**src/rtl/sparc_control_unit.sv**
```systemverilog
// Moore control FSM for the multi-cycle SPARC datapath. `SPARC_MOC_TIMEOUT_EN enables a
// memory-wait watchdog that traps to ILLEGAL. The access-size port is Type (type is reserved).
module sparc_control_unit #(
  parameter int MOC_TIMEOUT = 16
) (
  input  logic        Clk,
  input  logic        Reset_n,
  input  logic [31:0] IR,
  input  logic        MOC,
  input  logic        BCOND,
  input  logic        TCOND,
  output logic [5:0]  OpXX,
  output logic        IR_Ld,
  output logic        MAR_Ld,
  output logic        MDR_Ld,
  output logic        WIM_Ld,
  output logic        TBR_Ld,
  output logic        TTR_Ld,
  output logic        PC_Ld,
  output logic        NPC_Ld,
  output logic        nPC_Clr,
  output logic        PSR_Ld,
  output logic        FR_Ld,
  output logic        Register_Windows_Enable,
  output logic        RF_Load_Enable,
  output logic        RF_Clear_Enable,
  output logic        RW,
  output logic        MOV,
  output logic [1:0]  Type,
  output logic [1:0]  MA,
  output logic [1:0]  MB,
  output logic [1:0]  MNP,
  output logic [1:0]  MP,
  output logic [1:0]  MSc,
  output logic        MC,
  output logic        MF,
  output logic        MM,
  output logic        MR,
  output logic        MOP,
  output logic        MSa,
  output logic [7:0]  Trap_Code,
  output logic [5:0]  State
);

  typedef enum logic [5:0] {
    S_RESET    = 6'd0,
    S_FETCH1   = 6'd1,
    S_FETCH2   = 6'd2,
    S_FETCH3   = 6'd3,
    S_DECODE   = 6'd4,
    S_SETHI    = 6'd10,
    S_ALU      = 6'd11,
    S_BR_TAKEN = 6'd12,
    S_BR_NOT   = 6'd13,
    S_LOAD1    = 6'd14,
    S_LOAD2    = 6'd15,
    S_LOAD3    = 6'd16,
    S_STORE1   = 6'd17,
    S_STORE2   = 6'd18,
    S_CALL     = 6'd20,
    S_TRAP     = 6'd30,
    S_ILLEGAL  = 6'd31
  } state_t;

  typedef struct packed {
    logic [5:0] opxx;
    logic       ir_ld, mar_ld, mdr_ld, wim_ld, tbr_ld, ttr_ld;
    logic       pc_ld, npc_ld, npc_clr, psr_ld, fr_ld;
    logic       rwe, rf_ld, rf_clr, rw, mov;
    logic [1:0] typ, ma, mb, mnp, mp, msc;
    logic       mc, mf, mm, mr, mop, msa;
    logic [7:0] trap_code;
  } ctrl_t;

  state_t      r_state;
  ctrl_t       r_ctrl;
  state_t      w_next_state;
  logic [7:0]  w_illegal_code;

  logic [1:0]  w_op;
  logic [2:0]  w_op2;
  logic [5:0]  w_op3;
  logic        w_i;
  logic        w_unused_ir;

  assign w_op        = IR[31:30];
  assign w_op2       = IR[24:22];
  assign w_op3       = IR[24:19];
  assign w_i         = IR[13];
  assign w_unused_ir = ^{IR[28:25], IR[18:14], IR[12:7]};

  // Control word for a given state; outputs are registered from the state being entered.
  function automatic ctrl_t decode_ctrl(input state_t st, input logic [5:0] op3,
                                        input logic i, input logic annul,
                                        input logic [6:0] trap_num,
                                        input logic [7:0] illegal_code);
    ctrl_t c;
    c = '0;
    case (st)
      S_RESET: begin
        c.rf_clr = 1'b1; c.pc_ld = 1'b1; c.npc_ld = 1'b1; c.mr = 1'b1; c.mnp = 2'b11;
      end
      S_FETCH1: begin
        c.mar_ld = 1'b1; c.mb = 2'b10; c.mop = 1'b1; c.opxx = 6'b010001;
      end
      S_FETCH2: begin
        c.rw = 1'b1; c.mov = 1'b1; c.typ = 2'b10;
      end
      S_FETCH3: begin
        c.ir_ld = 1'b1; c.pc_ld = 1'b1; c.npc_ld = 1'b1; c.mnp = 2'b00;
      end
      S_ALU: begin
        c.rwe = 1'b1; c.rf_ld = 1'b1; c.opxx = op3; c.mb = {1'b0, i}; c.fr_ld = op3[4];
      end
      S_SETHI: begin
        c.rf_ld = 1'b1; c.mb = 2'b11; c.opxx = 6'b010001;
      end
      S_BR_TAKEN: begin
        c.npc_ld = 1'b1; c.mnp = 2'b01;
      end
      S_BR_NOT: begin
        c.pc_ld = annul; c.npc_ld = annul;
      end
      S_CALL: begin
        c.rf_ld = 1'b1; c.mc = 1'b1; c.npc_ld = 1'b1; c.mnp = 2'b10;
      end
      S_LOAD1: begin
        c.mar_ld = 1'b1; c.mb = {1'b0, i};
      end
      S_LOAD2: begin
        c.rw = 1'b1; c.mov = 1'b1; c.typ = op3[1:0];
      end
      S_LOAD3: begin
        c.rf_ld = 1'b1; c.mm = 1'b1;
      end
      S_STORE1: begin
        c.mar_ld = 1'b1; c.mdr_ld = 1'b1; c.mb = {1'b0, i};
      end
      S_STORE2: begin
        c.mov = 1'b1; c.typ = op3[1:0];
      end
      S_TRAP, S_ILLEGAL: begin
        c.ttr_ld = 1'b1; c.tbr_ld = 1'b1; c.psr_ld = 1'b1; c.pc_ld = 1'b1;
        c.npc_clr = 1'b1; c.mp = 2'b10;
        c.trap_code = (st == S_TRAP) ? (8'h80 | {1'b0, trap_num}) : illegal_code;
      end
      default: c = '0;
    endcase
    return c;
  endfunction

`ifdef SPARC_MOC_TIMEOUT_EN
  localparam int CW = $clog2(MOC_TIMEOUT + 1);
  logic [CW-1:0] r_wait_cnt;
  logic          w_timeout;

  assign w_timeout = ((r_state == S_FETCH2) || (r_state == S_LOAD2) || (r_state == S_STORE2))
                     && !MOC && (r_wait_cnt == CW'(MOC_TIMEOUT - 1));
`else
  localparam int unused_moc_timeout = MOC_TIMEOUT;
`endif

  always_comb begin
    // NOTE: every combinational output gets a default first so no path can infer a latch.
    w_next_state   = r_state;
    w_illegal_code = 8'h02;
    case (r_state)
      S_RESET:  w_next_state = S_FETCH1;
      S_FETCH1: w_next_state = S_FETCH2;
      S_FETCH2: if (MOC) w_next_state = S_FETCH3;
      S_FETCH3: w_next_state = S_DECODE;
      S_DECODE: begin
        case (w_op)
          2'b01: w_next_state = S_CALL;
          2'b00: begin
            if (w_op2 == 3'b100)      w_next_state = S_SETHI;
            else if (w_op2 == 3'b010) w_next_state = BCOND ? S_BR_TAKEN : S_BR_NOT;
            else                      w_next_state = S_ILLEGAL;
          end
          2'b10: begin
            if (w_op3 == 6'b111010) w_next_state = TCOND ? S_TRAP : S_FETCH1;
            else                    w_next_state = S_ALU;
          end
          default: w_next_state = w_op3[2] ? S_STORE1 : S_LOAD1;
        endcase
      end
      S_LOAD1:  w_next_state = S_LOAD2;
      S_LOAD2:  if (MOC) w_next_state = S_LOAD3;
      S_STORE1: w_next_state = S_STORE2;
      S_STORE2: if (MOC) w_next_state = S_FETCH1;
      default:  w_next_state = S_FETCH1;
    endcase
`ifdef SPARC_MOC_TIMEOUT_EN
    if (w_timeout) begin
      w_next_state   = S_ILLEGAL;
      w_illegal_code = (r_state == S_FETCH2) ? 8'h01 : 8'h09;
    end
`endif
  end

  // NOTE: async reset forces the S0 control word at once, so MOV drops mid-access.
  always_ff @(posedge Clk or negedge Reset_n) begin
    if (!Reset_n) begin
      r_state <= S_RESET;
      r_ctrl  <= decode_ctrl(S_RESET, 6'd0, 1'b0, 1'b0, 7'd0, 8'd0);
`ifdef SPARC_MOC_TIMEOUT_EN
      r_wait_cnt <= '0;
`endif
    end else begin
      // NOTE: non-blocking assignments keep state and outputs updating together.
      r_state <= w_next_state;
      r_ctrl  <= decode_ctrl(w_next_state, w_op3, w_i, IR[29], IR[6:0], w_illegal_code);
`ifdef SPARC_MOC_TIMEOUT_EN
      r_wait_cnt <= (w_next_state == r_state) ? r_wait_cnt + 1'b1 : '0;
`endif
    end
  end

  assign OpXX                    = r_ctrl.opxx;
  assign IR_Ld                   = r_ctrl.ir_ld;
  assign MAR_Ld                  = r_ctrl.mar_ld;
  assign MDR_Ld                  = r_ctrl.mdr_ld;
  assign WIM_Ld                  = r_ctrl.wim_ld;
  assign TBR_Ld                  = r_ctrl.tbr_ld;
  assign TTR_Ld                  = r_ctrl.ttr_ld;
  assign PC_Ld                   = r_ctrl.pc_ld;
  assign NPC_Ld                  = r_ctrl.npc_ld;
  assign nPC_Clr                 = r_ctrl.npc_clr;
  assign PSR_Ld                  = r_ctrl.psr_ld;
  assign FR_Ld                   = r_ctrl.fr_ld;
  assign Register_Windows_Enable = r_ctrl.rwe;
  assign RF_Load_Enable          = r_ctrl.rf_ld;
  assign RF_Clear_Enable         = r_ctrl.rf_clr;
  assign RW                      = r_ctrl.rw;
  assign MOV                     = r_ctrl.mov;
  assign Type                    = r_ctrl.typ;
  assign MA                      = r_ctrl.ma;
  assign MB                      = r_ctrl.mb;
  assign MNP                     = r_ctrl.mnp;
  assign MP                      = r_ctrl.mp;
  assign MSc                     = r_ctrl.msc;
  assign MC                      = r_ctrl.mc;
  assign MF                      = r_ctrl.mf;
  assign MM                      = r_ctrl.mm;
  assign MR                      = r_ctrl.mr;
  assign MOP                     = r_ctrl.mop;
  assign MSa                     = r_ctrl.msa;
  assign Trap_Code               = r_ctrl.trap_code;
  assign State                   = r_state;

endmodule

```
**config.mk**
```make
export PLATFORM = sky130hd
export DESIGN_NAME = sparc_control_unit
export DESIGN_NICKNAME = d
export VERILOG_FILES = /design/src/rtl/sparc_control_unit.sv
export SDC_FILE = /design/constraint.sdc
export NUM_CORES = 1
export LEC_CHECK = 0
export CAP_MARGIN = 20
export CORE_MARGIN = 2
export CORE_UTILIZATION = 42
export DETAILED_ROUTE_END_ITERATION = 8
export PLACE_DENSITY = 0.85
export SLEW_MARGIN = 30
export SYNTH_ARGS = -nofsm -noshare
export SYNTH_HDL_FRONTEND = slang
export SYNTH_SLANG_ARGS = --single-unit
```
**constraint.sdc**
```tcl
create_clock -name Clk -period 2.1 [get_ports Clk]
set_input_delay 0.42 -clock Clk [delete_from_list [all_inputs] [get_ports Clk]]
set_output_delay 0.42 -clock Clk [all_outputs]
set_load 0.02 [all_outputs]
```
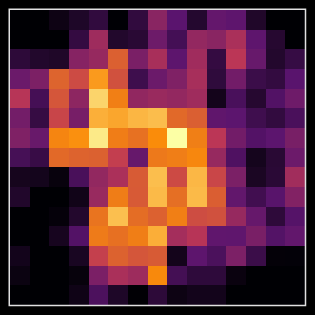
Run 1: wire density map
Drawn at 4 px/micron. The die is cut into 15 by 15 equal tiles; black is low, pale yellow is high, scaled to the fullest tile. Values are wire area over tile area, all layers added.
tiles over half the peak = 25%
mean over tiles = 0.16
fullest tile = 0.51

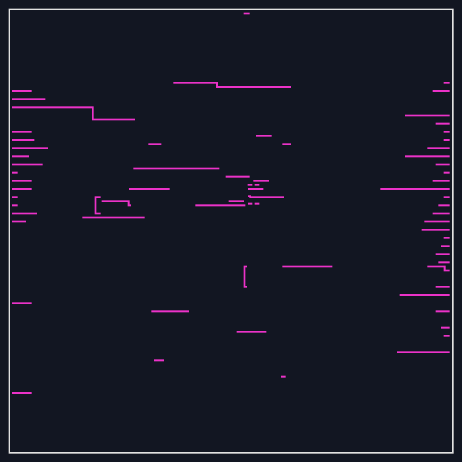
Run 1: met3 routing
Drawn at 6 px/micron.
nets with wire on the layer = 62
main direction = horizontal
wire length on this layer = 272 microns
share of all routed wire = 5.0%
longest straight run = 14.0 microns

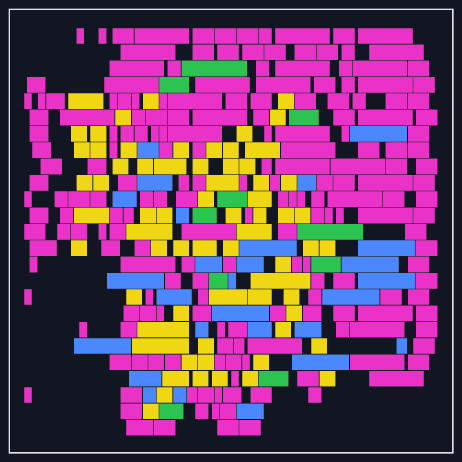
Run 1: sizing map
Drawn at 6 px/micron.
magenta -> drive 1 or less  # cells 198, share 66%, most used clkdlybuf4s50_1
green -> drive 6 and up  # cells 10, share 3.3%, most used clkbuf_8
blue -> drive 2  # cells 27, share 8.9%
yellow -> drive 3 to 4  # cells 67, share 22%, most used buf_4
min setup slack post-route: 0.0194 ns
Non-clock buffers: 120
area growth from synthesis to layout: 63.3%
Non-Filler Cell Area, Final: 3330 sq um

==> results.cfg, run 1 <==
; yosys + openroad results
[power_and_ir_drop]
power_density_nw_per_um2 = 899
leakage_uw = 0.00156

[final_timing]
hold_viol_final = 0
fin_tns_setup_ns = 0
timing.clock.skew_ns = 0.00898
timing.fmax_ghz = 0.481
max_slew_margin = 0.655

[route]
vias_per_cell = 5.21

[global_route]
vias_in_the_first_global_route = 1743
grt_max_degree = 24

[die]
die_w_microns = 73.7
die.size.y_microns = 73.7

[synth]
yosys_warnings = 0
cell_type_with_the_highest_aggregate_area_in_the_netlist = sky130_fd_sc_hd__dfrtp_1
synth_cells = 183
share_of_synthesized_registers_carrying_an_async_set_or_reset = 1.00
cell_area_after_synthesis_sq_um = 2040

[setup_path]
timing.critical_path.cells = and3b_4 -> a32oi_2 -> o31ai_4 -> buf_4 -> or2b_1 -> a2111oi_4 -> o21bai_1
cp_data_arrival_time_ns = 2.30
critPathKind = reg2reg
timing.critical_path.to_type = register

[outcome]
outcome = complete, no violations

[cts]
cts.repair.resized = 23
clock_pin_slew_worst_setup_and_hold_paths_ns = 0.09

[place]
dp_hpwl_mm = 3.80

[layout]
post_route_cells_drive_above_1_share = 0.344
## run 1: registers in the layout, summed over array words and instances (netlist names), 2 cells and up
| signal | count |
|---|---|
| Type | 2 |
| State | 6 |
| MNP | 2 |
| Trap_Code | 8 |
| MB | 2 |
| OpXX | 6 |
## run 1: cell type report
type	instances	area [sq um]
Sequential cell	41	1040
Timing Repair Buffer	120	1070
Clock buffer	5	68.8
Fill cell	324	1360
Inverter	8	32.5
Multi-Input combinational cell	125	987
Tap cell	54	67.6
Clock inverter	3	68.8
## run 1: report_power, final
part           leakage (uW)  internal, uW  switching, uW
Combinational      0.000958           621            629
Sequential         0.000530           910           61.7
Clock             0.0000687           479            294
## run 1: per-layer routing
layer  track usage  vias to the layer above  share of wire
met5             0                        -              0
met4        0.0626                        0          0.016
met3        0.0398                       12          0.050
met2         0.348                       86           0.52
met1         0.242                      884           0.42
li1              -                      874              -
## run 1: cell usage in the layout (no fill, tap or decap), types with 3 or more instances in the layout
cell	instances
sky130_fd_sc_hd__clkbuf_8	5
sky130_fd_sc_hd__o211ai_1	3
sky130_fd_sc_hd__buf_4	51
sky130_fd_sc_hd__dfrtp_2	5
sky130_fd_sc_hd__conb_1	10
sky130_fd_sc_hd__nand2_1	7
sky130_fd_sc_hd__a21oi_1	3
sky130_fd_sc_hd__dfstp_2	5
sky130_fd_sc_hd__clkdlybuf4s50_1	57
sky130_fd_sc_hd__and3_1	6
sky130_fd_sc_hd__nand3_1	3
sky130_fd_sc_hd__inv_1	6
sky130_fd_sc_hd__dlygate4sd2_1	7
sky130_fd_sc_hd__a31oi_1	4
sky130_fd_sc_hd__nor2_1	10
sky130_fd_sc_hd__and2_1	9
sky130_fd_sc_hd__nand3b_1	5
sky130_fd_sc_hd__dfrtp_1	31
## run 1: how the worst max path moves through the flow
stage	from	cells past startpoint	slack, ns	endpoint
6_report	State[3]	7	0.02	PC_Ld
3_5_place_dp	IR[24]	9	-0.47	RF_Load_Enable
4_1_cts	State[5]	7	0.008	RF_Load_Enable
3_3_place_gp	IR[24]	9	-0.39	RF_Load_Enable
2_1_floorplan	State[3]	6	0.11	RF_Load_Enable
5_1_grt	State[3]	7	-0.04	PC_Ld
## run 1: metrics by stage
stage	hold slack (ns)	worst slack (ns)	power [uW]
finish	0.0608	0.0194	2990
global route	0.105	-0.0399	3110
CTS	0.0768	0.00798	2910
detailed placement	0.394	-0.469	2100
global placement	0.388	-0.394	2080
floorplan	0.124	0.107	1550
## run 1: critical path, delay by kind of cell (launching register included)
kind | cells | cell delay, ns
buffers and inverters | 1 | 0.18
AND/OR/NAND/NOR | 2 | 0.49
flip-flops | 1 | 0.47
AND-OR/OR-AND | 4 | 0.85
## run 1: cells by family (layout without fill, tap and decap cells)
| family | count (synthesis) | after routing | share of synthesized area |
|---|---|---|---|
| AND/OR/NAND/NOR | 74 | 74 | 0.236 |
| other | 1 | 10 | 0.00184 |
| flip-flops | 41 | 41 | 0.506 |
| AND-OR/OR-AND | 39 | 39 | 0.167 |
| buffers and inverters | 26 | 136 | 0.0804 |
| XOR/XNOR | 2 | 2 | 0.00859 |
==> run 2: changes to the inputs <==
- CAP_MARGIN: 20 -> unset
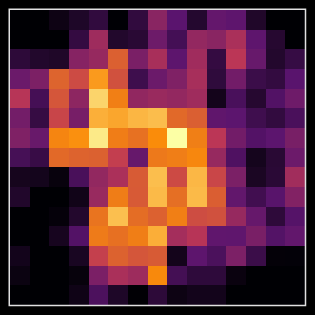
Run 2: wire density map
Drawn at 4 px/micron. The die is cut into 15 by 15 equal tiles; black is low, pale yellow is high, scaled to the fullest tile. Values are wire area over tile area, all layers added.
tiles over half the peak = 25%
mean over tiles = 0.16
emptiest ninth of the die = lower left
fullest tile = 0.51
densest ninth of the die = center

==> results.cfg, run 2 <==
; yosys + openroad results
[layout]
post_route_cells_drive_above_1_share = 0.344
area_growth_from_synthesis_to_layout_pct = 63.3
lay_top_cells = sky130_fd_sc_hd__clkdlybuf4s50_1, sky130_fd_sc_hd__buf_4, sky130_fd_sc_hd__dfrtp_1
largest_reg_flops = 8
layout.cells.most_common = sky130_fd_sc_hd__clkdlybuf4s50_1

[final_timing]
timing.clock.skew_ns = 0.00898
worst_slack_ns = 0.0194
timing.fmax_ghz = 0.481
max_slew_margin = 0.655
hold_viol_final = 0
fin_tns_setup_ns = 0

[cts]
clock_tree.root_cell = sky130_fd_sc_hd__clkbuf_8
clock_pin_slew_worst_setup_and_hold_paths_ns = 0.09
cts_buffers = 5

[synth]
share_of_synthesized_registers_carrying_an_async_set_or_reset = 1.00
cell_type_with_the_highest_aggregate_area_in_the_netlist = sky130_fd_sc_hd__dfrtp_1
yosys_warnings = 0
synth_cells = 183
cell_area_after_synthesis_sq_um = 2040
ys_dominant_reg_cell = sky130_fd_sc_hd__dfrtp_1

[setup_path]
critical_path.top_delay_family = AND-OR/OR-AND gates
timing.critical_path.to_type = register
critPathKind = reg2reg
worstPathBufferInverterCount = 1
path_depth = 7
timing.critical_path.cells = and3b_4 -> a32oi_2 -> o31ai_4 -> buf_4 -> or2b_1 -> a2111oi_4 -> o21bai_1
cp_data_arrival_time_ns = 2.30

[route]
drt_iter0_markers = 92
vias_per_cell = 5.21
detail-route-antenna-nets = 0

[power_and_ir_drop]
internal_power_uw = 2010
share_comb_of_total_power = 0.417
power.share.switching = 0.329
share_clk_of_total_power = 0.258
power_density_nw_per_um2 = 899
p_switching_uw = 984
leakage_uw = 0.00156

[place]
io_buffers = 67
dp_slack_ns = -0.469
dp_hpwl_mm = 3.80

[global_route]
vias_in_the_first_global_route = 1743
grt_max_degree = 24

[die]
ios = 91
die_w_microns = 73.7
die.size.y_microns = 73.7

[outcome]
outcome = complete, no violations
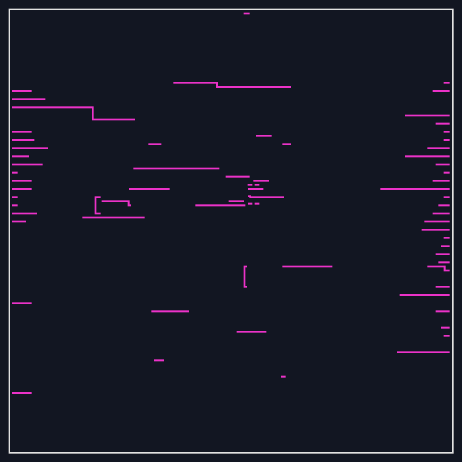
Run 2: met3 routing
Drawn at 6 px/micron.
longest straight run = 14.0 microns
main direction = horizontal
nets with wire on the layer = 62
wire length on this layer = 272 microns
share of all routed wire = 5.0%
Routed WL: 5.47 mm
number of vias after detailed routing: 1856
met3 global-route usage: 0.0398

==> run 2: cell counts after synthesis <==
No cell type changed its count.
==> run 2: cells by family after synthesis <==
logic type,after synthesis,synth area share
and+or+nand+nor,74,0.236
DFF,41,0.506
AOI/OAI and AO/OA,39,0.167
buffers and inverters,26,0.0804
xor gates and xnor gates,2,0.00859
other,1,0.00184
==> run 2: power by group through the flow <==
stage          combinational, uW  sequential, uW  clock (uW)
2_1_floorplan                438            1120           0
3_3_place_gp                1110             977           0
3_5_place_dp                1130             976           0
4_1_cts                     1180             964         765
5_1_grt                     1320             984         808
6_report                    1250             971         772
==> run 2: through the flow <==
step | instances | hold WS, ns | utilization | total power [uW] | cell area, sq um
global placement | 340 | 0.388 | 0.642 | 2080 | 3010
detailed placement | 340 | 0.394 | 0.642 | 2100 | 3010
global route | 356 | 0.105 | 0.710 | 3110 | 3330
CTS | 353 | 0.0768 | 0.694 | 2910 | 3250
finish | 356 | 0.0608 | 0.710 | 2990 | 3330
floorplan | 192 | 0.124 | - | 1550 | 2070
==> run 2: repair_timing <==
item,4_1_cts,5_1_grt
pin swaps,8,8
setup endpoints to repair,19,22
hold endpoints to repair,0,0
buffers inserted,5,3
resized,23,14
==> run 2: worst paths after layout <==
check | startpoint | end | slack (ns)
min in group Clk | MOC | MM | 0.59
hold reg to reg | State[1] | MOV | 0.76
setup / recovery | State[3] | PC_Ld | 0.02
setup reg to reg | State[3] | PC_Ld | 0.02
hold / removal | Reset_n | MAR_Ld | 0.06
max in group asynchronous | Reset_n | MNP[1] | 1.47
==> run 2: metal layers <==
metal / vias to the layer above / wire, microns / GRT usage
met4: 0 / 85 / 0.0626
met1: 884 / 2270 / 0.242
met5: - / 0 / 0
met3: 12 / 271 / 0.0398
met2: 86 / 2840 / 0.348
li1: 874 / - / -
==> run 2: final cells by class <==
type                            instances  area [sq um]
Sequential cell                        41          1040
Inverter                                8          32.5
Timing Repair Buffer                  120          1070
Fill cell                             324          1360
Clock inverter                          3          68.8
Multi-Input combinational cell        125           987
Clock buffer                            5          68.8
Tap cell                               54          67.6
==> run 2: worst register-to-register path: cells and delay by family, from the launching register on <==
kind	cells	cell delay, ns
simple gates	2	0.49
flops	1	0.47
buf+inv	1	0.18
compound gates	4	0.85
Power is estimated from default activity; no workload was simulated.
